<file path="config.mk">
export PLATFORM = sky130hd
export DESIGN_NAME = predecode_queue
export DESIGN_NICKNAME = d
export VERILOG_FILES = /design/src/rtl/predecode_queue.sv
export SDC_FILE = /design/constraint.sdc
export NUM_CORES = 1
export LEC_CHECK = 0
export CAP_MARGIN = 10
export CORE_MARGIN = 3
export CORE_UTILIZATION = 30
export CTS_CLUSTER_SIZE = 8
export DETAILED_ROUTE_END_ITERATION = 7
export HOLD_SLACK_MARGIN = 0.06
export PLACE_DENSITY = 0.51
export SLEW_MARGIN = 20
export SYNTH_ARGS = -nofsm -noshare
export SYNTH_HDL_FRONTEND = slang
export SYNTH_SLANG_ARGS = --single-unit
</file>
<file path="constraint.sdc">
create_clock -name clk -period 3.04 [get_ports clk]
set_input_delay 0.456 -clock clk [delete_from_list [all_inputs] [get_ports clk]]
set_output_delay 0.456 -clock clk [all_outputs]
set_load 0.02 [all_outputs]
</file>
<file path="src/rtl/predecode_queue.sv">
// Fetch-to-decode instruction queue: circular buffer that predecodes each
// instruction on enqueue and tags it with a branch/jump delay-slot flag.
module predecode_queue #(
    parameter int DEPTH = 4,
    parameter int IW    = 32,
    parameter int PCW   = 32
) (
    input  logic                         clk,
    input  logic                         resetn,
    input  logic                         flush,
    input  logic                         in_valid,
    output logic                         in_ready,
    input  logic [IW-1:0]                in_instr,
    input  logic [PCW-1:0]               in_pc,
    output logic                         out_valid,
    input  logic                         out_ready,
    output logic [IW-1:0]                out_instr,
    output logic [PCW-1:0]               out_pc,
    output logic [7:0]                   out_class,
    output logic                         out_ds,
    output logic [$clog2(DEPTH+1)-1:0]   count
);

    localparam int AW = $clog2(DEPTH);
    localparam int CW = $clog2(DEPTH + 1);
    localparam logic [CW-1:0] FULL = CW'(DEPTH);

    logic [AW-1:0]  wr_ptr, rd_ptr;
    logic           last_cf;
    logic           enq, deq;
    logic [5:0]     op, funct;
    logic [4:0]     rt;
    logic           is_load, is_store;
    logic [7:0]     in_class;

    logic [IW-1:0]  mem_instr [DEPTH];
    logic [PCW-1:0] mem_pc    [DEPTH];
    logic [7:0]     mem_class [DEPTH];
    logic           mem_ds    [DEPTH];

    assign in_ready  = (count < FULL);
    assign out_valid = (count != '0);
    assign enq = in_valid & in_ready & ~flush;
    assign deq = out_valid & out_ready & ~flush;

    always_comb begin
        op       = in_instr[31:26];
        rt       = in_instr[20:16];
        funct    = in_instr[5:0];
        is_load  = 1'b0;
        is_store = 1'b0;
        in_class = '0;
        case (op)
            6'b100000, 6'b100001, 6'b100011, 6'b100100, 6'b100101: is_load  = 1'b1;
            6'b101000, 6'b101001, 6'b101011:                       is_store = 1'b1;
            default: ;
        endcase
        in_class[0] = (op == 6'b000001) || (op[5:2] == 4'b0001);
        in_class[1] = (op[5:1] == 5'b00001) || ((op == 6'b000000) && (funct[5:1] == 5'b00100));
        in_class[2] = is_load;
        in_class[3] = is_store;
        in_class[4] = (op == 6'b000000) && ((funct[5:2] == 4'b0100) || (funct[5:2] == 4'b0110));
        in_class[5] = (op == 6'b010000);
        in_class[6] = (op == 6'b000011) || ((op == 6'b000001) && (rt[4:1] == 4'b1000))
                      || ((op == 6'b000000) && (funct == 6'b001001));
        in_class[7] = !((op[5:4] == 2'b00) || (op == 6'b010000) || is_load || is_store);
    end

    always_ff @(posedge clk or negedge resetn) begin
        if (!resetn) begin
            wr_ptr  <= '0;
            rd_ptr  <= '0;
            count   <= '0;
            last_cf <= 1'b0;
        end else if (flush) begin
            wr_ptr  <= '0;
            rd_ptr  <= '0;
            count   <= '0;
            last_cf <= 1'b0;
        end else begin
            if (enq) begin
                wr_ptr  <= wr_ptr + 1'b1;
                last_cf <= in_class[0] | in_class[1];
            end
            if (deq)
                rd_ptr <= rd_ptr + 1'b1;
            case ({enq, deq})
                2'b10:   count <= count + 1'b1;
                2'b01:   count <= count - 1'b1;
                default: count <= count;
            endcase
        end
    end

    // Entry storage is deliberately left uninitialised; outputs are masked instead.
    always_ff @(posedge clk) begin
        if (enq) begin
            mem_instr[wr_ptr] <= in_instr;
            mem_pc[wr_ptr]    <= in_pc;
            mem_class[wr_ptr] <= in_class;
            mem_ds[wr_ptr]    <= last_cf;
        end
    end

    assign out_instr = out_valid ? mem_instr[rd_ptr] : '0;
    assign out_pc    = out_valid ? mem_pc[rd_ptr]    : '0;
    assign out_class = out_valid ? mem_class[rd_ptr] : '0;
    assign out_ds    = out_valid ? mem_ds[rd_ptr]    : 1'b0;

endmodule

</file>
==> Slide: Implementation Results, run 1 <==
Implementation Results

Run status
  – Outcome: finished, final reports clean

Drt
  – Post-route ant nets: 0
  – Vias/cell: 4.69
  – Initial drt markers: 301
  – Routed length on met3: 1.38 mm
  – Max Used Layer: met4
  – Via count: 5941
  – Final WL: 27.4 mm
  – Met2 WL: 13.7 mm
  – Per-cell routed wire length: 21.6 um
  – Wl on met1: 11.7 mm

Pwr
  – Power Clock: 4240 uW
  – Top power group: sequential cells
  – Clock share of power: 0.325
  – Part of the power in combinational logic: 0.304
  – Power density cells: 856 nW/um^2
  – Power Combinational: 3980 uW
  – Internal power: 9250 uW
  – Sw Ratio: 0.292
  – Sequential group power: 4850 uW
  – LEAKAGE: 0.00509 uW
  – Reg power frac: 0.371
  – P_sw: 3820 uW

Synth
  – Yosys Warn Count: 0
  – Most frequent cells after synthesis: 292 x edfxtp_1, 77 x and2_1, 73 x mux4_2
  – Main flop type: edfxtp_1
  – Synthesized instance count: 542
  – Syn Nets: 616
  – Synth Area per Inst: 21.7 um^2
  – # Cells Yosys: 542
  – Post-synth EDFFs: 292
  – Top cells by area: edfxtp_1 75%, mux4_2 14%, and2_1 4.1%
  – Synth flops: 300
  – Max-area cell share: 0.746
  – Cell taking the most area after synthesis: edfxtp_1
  – Synth Cell Area: 11800 um^2
  – Yosys chip area: 11800 um^2

Clock network
  – CTS root buffer: clkbuf_16
  – CTS tree: done
  – Reg clk slew, reported paths: 0.05 ns
  – TritonCTS Buffers: 43
  – Clk sinks: 300
  – H-Tree Depth: 2
  – Clk_lat worst skew: 0.53 ns

Finish
  – Post-route cell area: 15300 um^2
  – Layout cells sized above 1: 0.220
  – Filler Cells Inserted: 3417
  – Synth-to-Final Area Change: 29.9%
  – Post-route insts no fill: 1268

Run
  – Max Cap Viol: 0
  – Log Warnings: 29

Worst setup path
  – CP required: 2.58 ns
  – Startpoint Class: flip-flop
  – Crit path kind: flip-flop to primary output
  – R2r worst-path depth: 6
  – Critical path arrival: 2.50 ns
  – Worst setup EP type: primary output
  – Slowest cell on the critical path: clkdlybuf4s50_1
  – Worst-path maximum fanout: 18
  – Crit path largest cell delay: 0.53 ns

GRT
  – Initial antenna violation count: 0
  – Grt met2 use: 0.226
  – Most Used Layer, Global Route: met2
  – Met1 usage: 0.166
  – Largest net degree at the start of global routing: 75
  – Gr usage total: 0.132
  – Met3 usage: 0.0304
  – First-pass GRT wire length: 41.2 mm
  – Vias in the first global route: 6727

Die
  – Row count: 71
  – Die width: 204 um
  – Total I/O pin count: 147
  – Chip area: 41600 um^2
  – Die height: 204 um
  – Core Area: 38100 um^2

Placed design
  – Placed cell area: 13900 um^2
  – Placer Congestion: 0.680
  – Setup WS pre-CTS: 0.422 ns

STA
  – Worst hold slack: 0.231 ns
  – Worst Setup Slack, final: 0.0876 ns
  – Slew Limit Fails: 0
  – RSZ-0062 raised after global routing: no
  – Relative slew slack: 0.511
  – Period Utilization, post-route: 0.971
  – Worst clock skew: 0.0193 ns
  – Setup violators final: 0

Hold path
  – Hold crit path type: input pin to asynchronous set/reset pin
run 1: final cells by class:
type / instances / area, um^2 / area share
diodes: 1 / 2.50 / 0.000164
clock buffers: 60 / 1160 / 0.0761
clock inverters: 3 / 30.0 / 0.00197
inverters: 4 / 15.0 / 0.000984
multi-input cells: 212 / 2580 / 0.169
flip-flops and latches: 300 / 8980 / 0.588
well taps: 511 / 639 / 0.0419
repair buffers: 177 / 1860 / 0.122
run 1: flip-flops by register name, summed over array words and instances (netlist names):
name,count
mem_instr,128
mem_pc,128
mem_class,32
mem_ds,4
count,3
rd_ptr,2
wr_ptr,2
last_cf,1
run 1: critical path: cells and delay by family, from the launching register on:
family | cells | cell delay [ns]
buffers and inverters | 2 | 0.74
multiplexers | 1 | 0.52
flip-flops | 1 | 0.51
AND/OR/NAND/NOR | 1 | 0.17
run 1: repair_timing:
item                       CTS  global route
buffers inserted             9             2
hold buffers                 0             0
setup endpoints to repair   69            14
cloned                       1             2
gates resized               60             4
run 1: logic make-up (layout without fill, tap and decap cells):
logic type	after synthesis	count (layout)	share of synthesized area
xor+xnor	3	3	0.00341
buf+inv	30	244	0.0186
compound gates	14	14	0.00926
flops	300	300	0.763
other cells	0	1	0
simple gates	117	117	0.0597
fa+ha+maj	5	5	0.00596
mux	73	73	0.140
run 1: worst paths after layout:
| path | startpoint | endpoint | slack (ns) |
|---|---|---|---|
| setup / recovery | rd_ptr[0] | out_pc[9] | 0.09 |
| hold / removal | resetn | wr_ptr[1] | 0.23 |
| setup reg to reg | count[2] | count[2] | 0.83 |
| hold reg to reg | wr_ptr[0] | wr_ptr[0] | 0.58 |
| max in group asynchronous | resetn | rd_ptr[1] | 2.47 |
| min in group clk | in_pc[30] | mem_pc[2][30] | 0.56 |
**Run 1: I/O pins on the die edge**

Pins as bars across the die edge, other pins in grey.
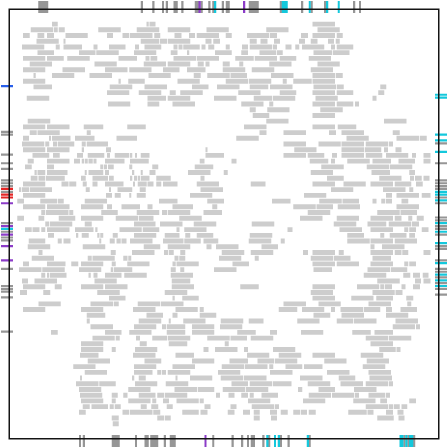
clk -> blue  # pins 1, direction input, edge west
out_pc -> cyan  # pins 32, direction output, edge 15 east, 9 south, 7 north, 1 west
out_class -> purple  # pins 8, direction output, edge 5 west, 2 north, 1 south
count -> red  # pins 3, direction output, edge west
all pins by edge = 41 south, 40 north, 37 east, 29 west

**Run 1: register map, names as in the netlist**

Other sequential cells in the stronger grey, the rest of the logic in the fainter grey.
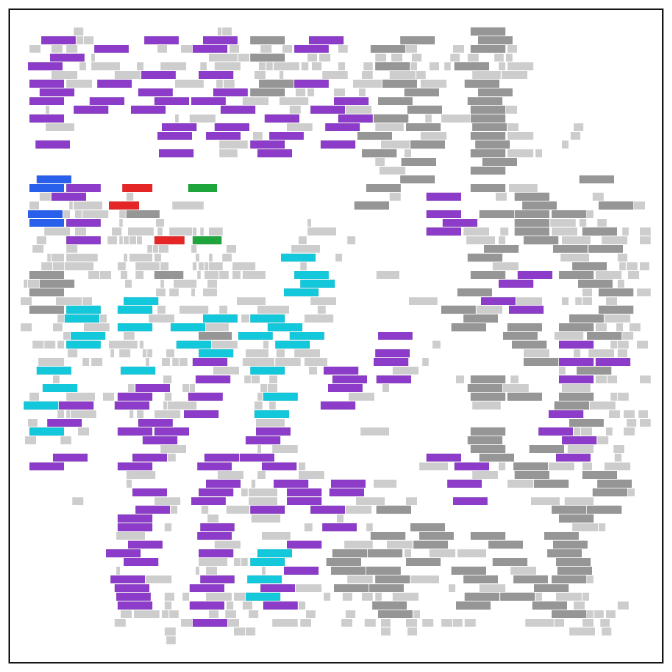
mem_ds -> blue  # sequential cells 4
count -> red  # sequential cells 3
mem_class -> cyan  # sequential cells 32
mem_instr -> purple  # sequential cells 128
wr_ptr -> green  # sequential cells 2

**Run 1: clock wires, drivers and flops**

Bar = 50 um.
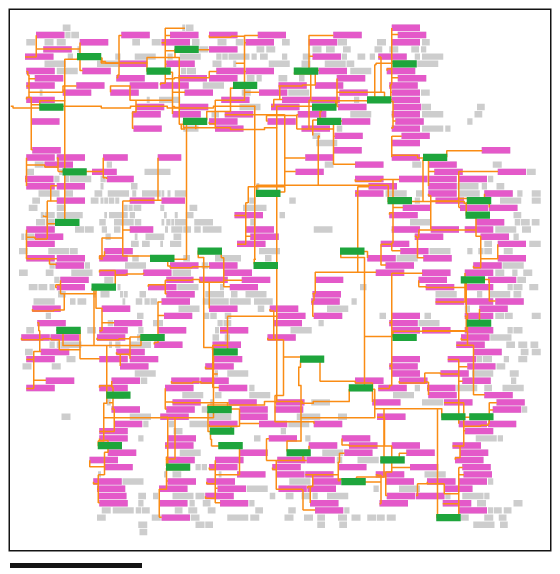
clock drivers -> green  # count 43
clock wires -> orange  # length 4080 um
flip-flops -> magenta  # count 300
flops lie = all over the die
routed clock nets = 44

==> run 1 -> run 2 <==
ABC_AREA = 1   (was default)
**Run 2: met4 routing**

Cells faint in the background.
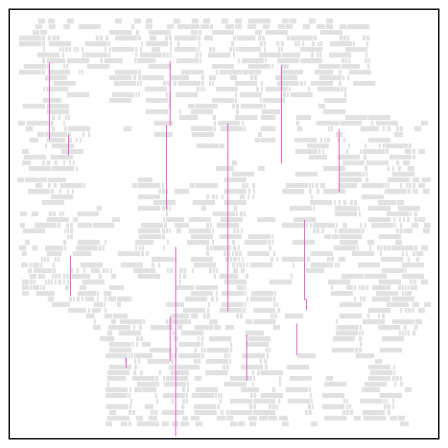
wire length on this layer = 499 um
main direction = vertical

**Run 2: I/O pins on the die edge**

Pins as bars across the die edge, other pins in grey.
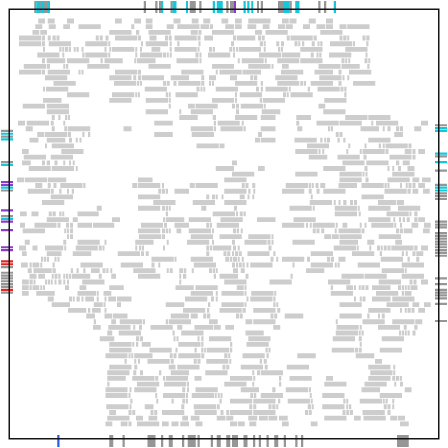
count -> red  # pins 3, direction output, edge west
clk -> blue  # pins 1, direction input, edge south
out_class -> purple  # pins 8, direction output, edge 7 west, 1 north
out_pc -> cyan  # pins 32, direction output, edge 21 north, 6 east, 5 west
all pins by edge = 45 north, 41 south, 33 east, 28 west

==> run 2 against run 1 <==
  * Design area is 0.61% higher
  * Count of clock-buffer cells in the layout stayed put
  * Cell count increased by 31%
  * Maximum frequency rose by 1.5%
  * Power shrank 24%
  * Sequential cell count unchanged
==> Slide: Implementation Results, run 2 <==
Implementation Results

Die
  – Die height: 205 um (+0.62%)
  – Row count: 72 (+1.4%)
  – Die width: 205 um (+0.62%)
  – Core Area: 38900 um^2 (+2.1%)
  – Chip area: 42100 um^2 (+1.2%)
  – Total I/O pin count: 147 (unchanged)

Synth
  – Max-area cell share: 0.737 (-0.00949)
  – Top cells by area: edfxtp_1 74%, nor2_1 9.6%, o21ai_0 5.8%
  – Post-synth EDFFs: 292 (unchanged)
  – Mux contribution to synthesized area: 0 (-0.140)
  – Cell taking the most area after synthesis: edfxtp_1
  – Main flop type: edfxtp_1
  – Main logic family: simple AND/OR/NAND/NOR gates
  – Yosys Warn Count: 0 (unchanged)
  – # Cells Yosys: 962 (+77%)
  – Synthesized instance count: 962 (+77%)
  – Simple-gate share of the synthesized area: 0.113 (+0.0536)
  – Most frequent cells after synthesis: 305 x nor2_1, 292 x edfxtp_1, 139 x o21ai_0
  – Synth Area in Compound Gates: 0.0971 (+0.0879)
  – Synth flops: 300 (unchanged)
  – Syn Nets: 1036 (+68%)
  – Xor+xnor area frac: 0.000736 (-0.00267)
  – Yosys chip area: 11900 um^2 (+1.3%)
  – Yosys adder share: 0.00589 (-0.0000758)
  – Synth Cell Area: 11900 um^2 (+1.3%)
  – Synth Area per Inst: 12.4 um^2 (-43%)

Worst setup path
  – CP required: 2.58 ns (about the same)
  – R2r setup slk: 1.05 ns (+0.22 ns)
  – Slowest cell on the critical path: clkdlybuf4s50_1
  – Startpoint Class: flip-flop
  – R2r worst-path depth: 6 (unchanged)
  – Crit path kind: flip-flop to primary output
  – Worst-path maximum fanout: 48 (+30)
  – Crit path largest cell delay: 0.64 ns (+0.11 ns)
  – Worst setup EP type: primary output
  – Startpoint of the worst-slack reg-to-reg timing path: count[2]
  – Critical path arrival: 2.45 ns (-0.05 ns)
  – Reg-to-Reg End: mem_pc[0][4]

STA
  – Relative slew slack: 0.556 (+0.0446)
  – Worst hold slack: 0.246 ns (+0.0155 ns)
  – Worst clock skew: 0.00587 ns (-0.0134 ns)
  – Final worst path period need: 2.91 ns
  – Count of final hold-check violations: 0
  – Period Utilization, post-route: 0.957 (-0.0145)
  – Setup violators final: 0 (unchanged)
  – RSZ-0062 raised after global routing: yes
  – Slew Limit Fails: 0 (unchanged)

Hold path
  – Hold crit path type: input pin to asynchronous set/reset pin

Finish
  – Synth-to-Final Area Change: 29.0%
  – Largest regs: mem_instr (128), mem_pc (128), mem_class (32)
  – # diodes: 0 (-1)
  – Layout cells sized above 1: 0.0825 (-0.137)

Placed design
  – Placer Congestion: 0.715 (+5.0%)
  – Hpwl dp: 16.6 mm

Drt
  – Vias/cell: 4.60 (-1.8%)
  – Final WL: 29.9 mm (+8.8%)
  – Post-route ant nets: 0 (unchanged)
  – Via count: 7628 (+28%)
  – Met2 WL: 13.9 mm (+1.5%)
  – Wl on met1: 13.7 mm (+17%)
  – Initial drt markers: 313 (+4.0%)
  – Max Used Layer: met4
  – Per-cell routed wire length: 18.0 um (-17%)
  – Routed length on met3: 1.74 mm (+26%)
  – Pre-antenna DRT Iters: 5

GRT
  – First-pass GRT wire length: 45.1 mm (+9.3%)
  – Gr usage total: 0.140 (+0.00849)
  – Met1 usage: 0.191 (+0.0252)
  – Most Used Layer, Global Route: met2
  – Largest net degree at the start of global routing: 74 (-1.3%)
  – Met3 usage: 0.0332 (+0.00280)
  – Grt met2 use: 0.227 (about the same)
  – Initial antenna violation count: 0 (unchanged)
  – Vias in the first global route: 7664 (+14%)

Run
  – Log Warnings: 31 (+6.9%)
  – Max Cap Viol: 0 (unchanged)

Clock network
  – CTS root buffer: clkbuf_16
  – Clk_lat worst skew: 0.52 ns (about the same)
  – CTS tree: done
  – TritonCTS Buffers: 43 (unchanged)
  – Reg clk slew, reported paths: 0.05 ns (about the same)
  – # hold bufs at CTS: 0 (unchanged)
  – Clk sinks: 300 (unchanged)
  – H-Tree Depth: 2 (unchanged)

Pwr
  – Reg power frac: 0.469 (+0.098)
  – Sw Ratio: 0.228 (-0.0637)
  – Internal power: 7710 uW (-17%)
  – Clock share of power: 0.425 (+0.100)
  – Power density cells: 650 nW/um^2 (-24%)
  – LEAKAGE: 0.00565 uW (+11%)
  – P_sw: 2280 uW (-40%)
  – Part of the power in combinational logic: 0.105 (-0.199)

Run status
  – Outcome: finished, final reports clean
==> run 2: final cells by class <==
class	count	area, um^2
Inverter	20	80.1
Fill cell	3723	23600
Timing Repair Buffer	172	1850
Tap cell	518	648
Clock buffer	60	1180
Sequential cell	300	8980
Clock inverter	1	5.00
Multi-Input combinational cell	587	2610
==> run 2: what timing repair did <==
item / 4_1_cts / 5_1_grt
setup endpoints to repair: 43 / 38
hold endpoints to repair: 0 / 0
resized: 3 / 25
setup buffers: 3 / 2
==> run 2: critical path, delay by kind of cell, from the launching register on <==
family                 cells  cell delay (ns)
buffers and inverters      3             1.01
DFF                        1             0.58
AOI/OAI and AO/OA          2             0.32
==> run 2: power by group through the flow <==
| stage | Clock, uW | Combinational, uW | Sequential, uW |
|---|---|---|---|
| finish | 4250 | 1050 | 4690 |
| floorplan | 0 | 536 | 4760 |
| global route | 4550 | 1150 | 4690 |
| detailed placement | 0 | 1070 | 4770 |
| global placement | 0 | 1060 | 4770 |
| CTS | 4380 | 1080 | 4690 |
==> run 2: metrics by stage <==
stage	instance area, um^2	setup WS (ns)	cells	TNS [ns]	utilization
after global placement	14100	0.441	1592	0	0.361
final	15400	0.132	1658	0	0.395
after CTS	15300	0.00552	1656	0	0.393
after floorplan	11900	-0.305	962	-88.93	-
after detailed placement	14100	0.457	1592	0	0.361
after global routing	15400	-0.0179	1658	-0.0284	0.395
==> run 2: worst max-delay path by stage <==
stage / from / end / slack [ns] / cells past startpoint
detailed placement: rd_ptr[0] / out_pc[22] / 0.46 / 6
CTS: rd_ptr[0] / out_instr[28] / 0.006 / 5
global route: rd_ptr[0] / out_instr[19] / -0.02 / 6
finish: rd_ptr[0] / out_instr[29] / 0.13 / 5
global placement: rd_ptr[0] / out_instr[5] / 0.44 / 6
floorplan: count[2] / mem_class[0][0] / -0.30 / 5
Power and IR drop assume default switching activity.
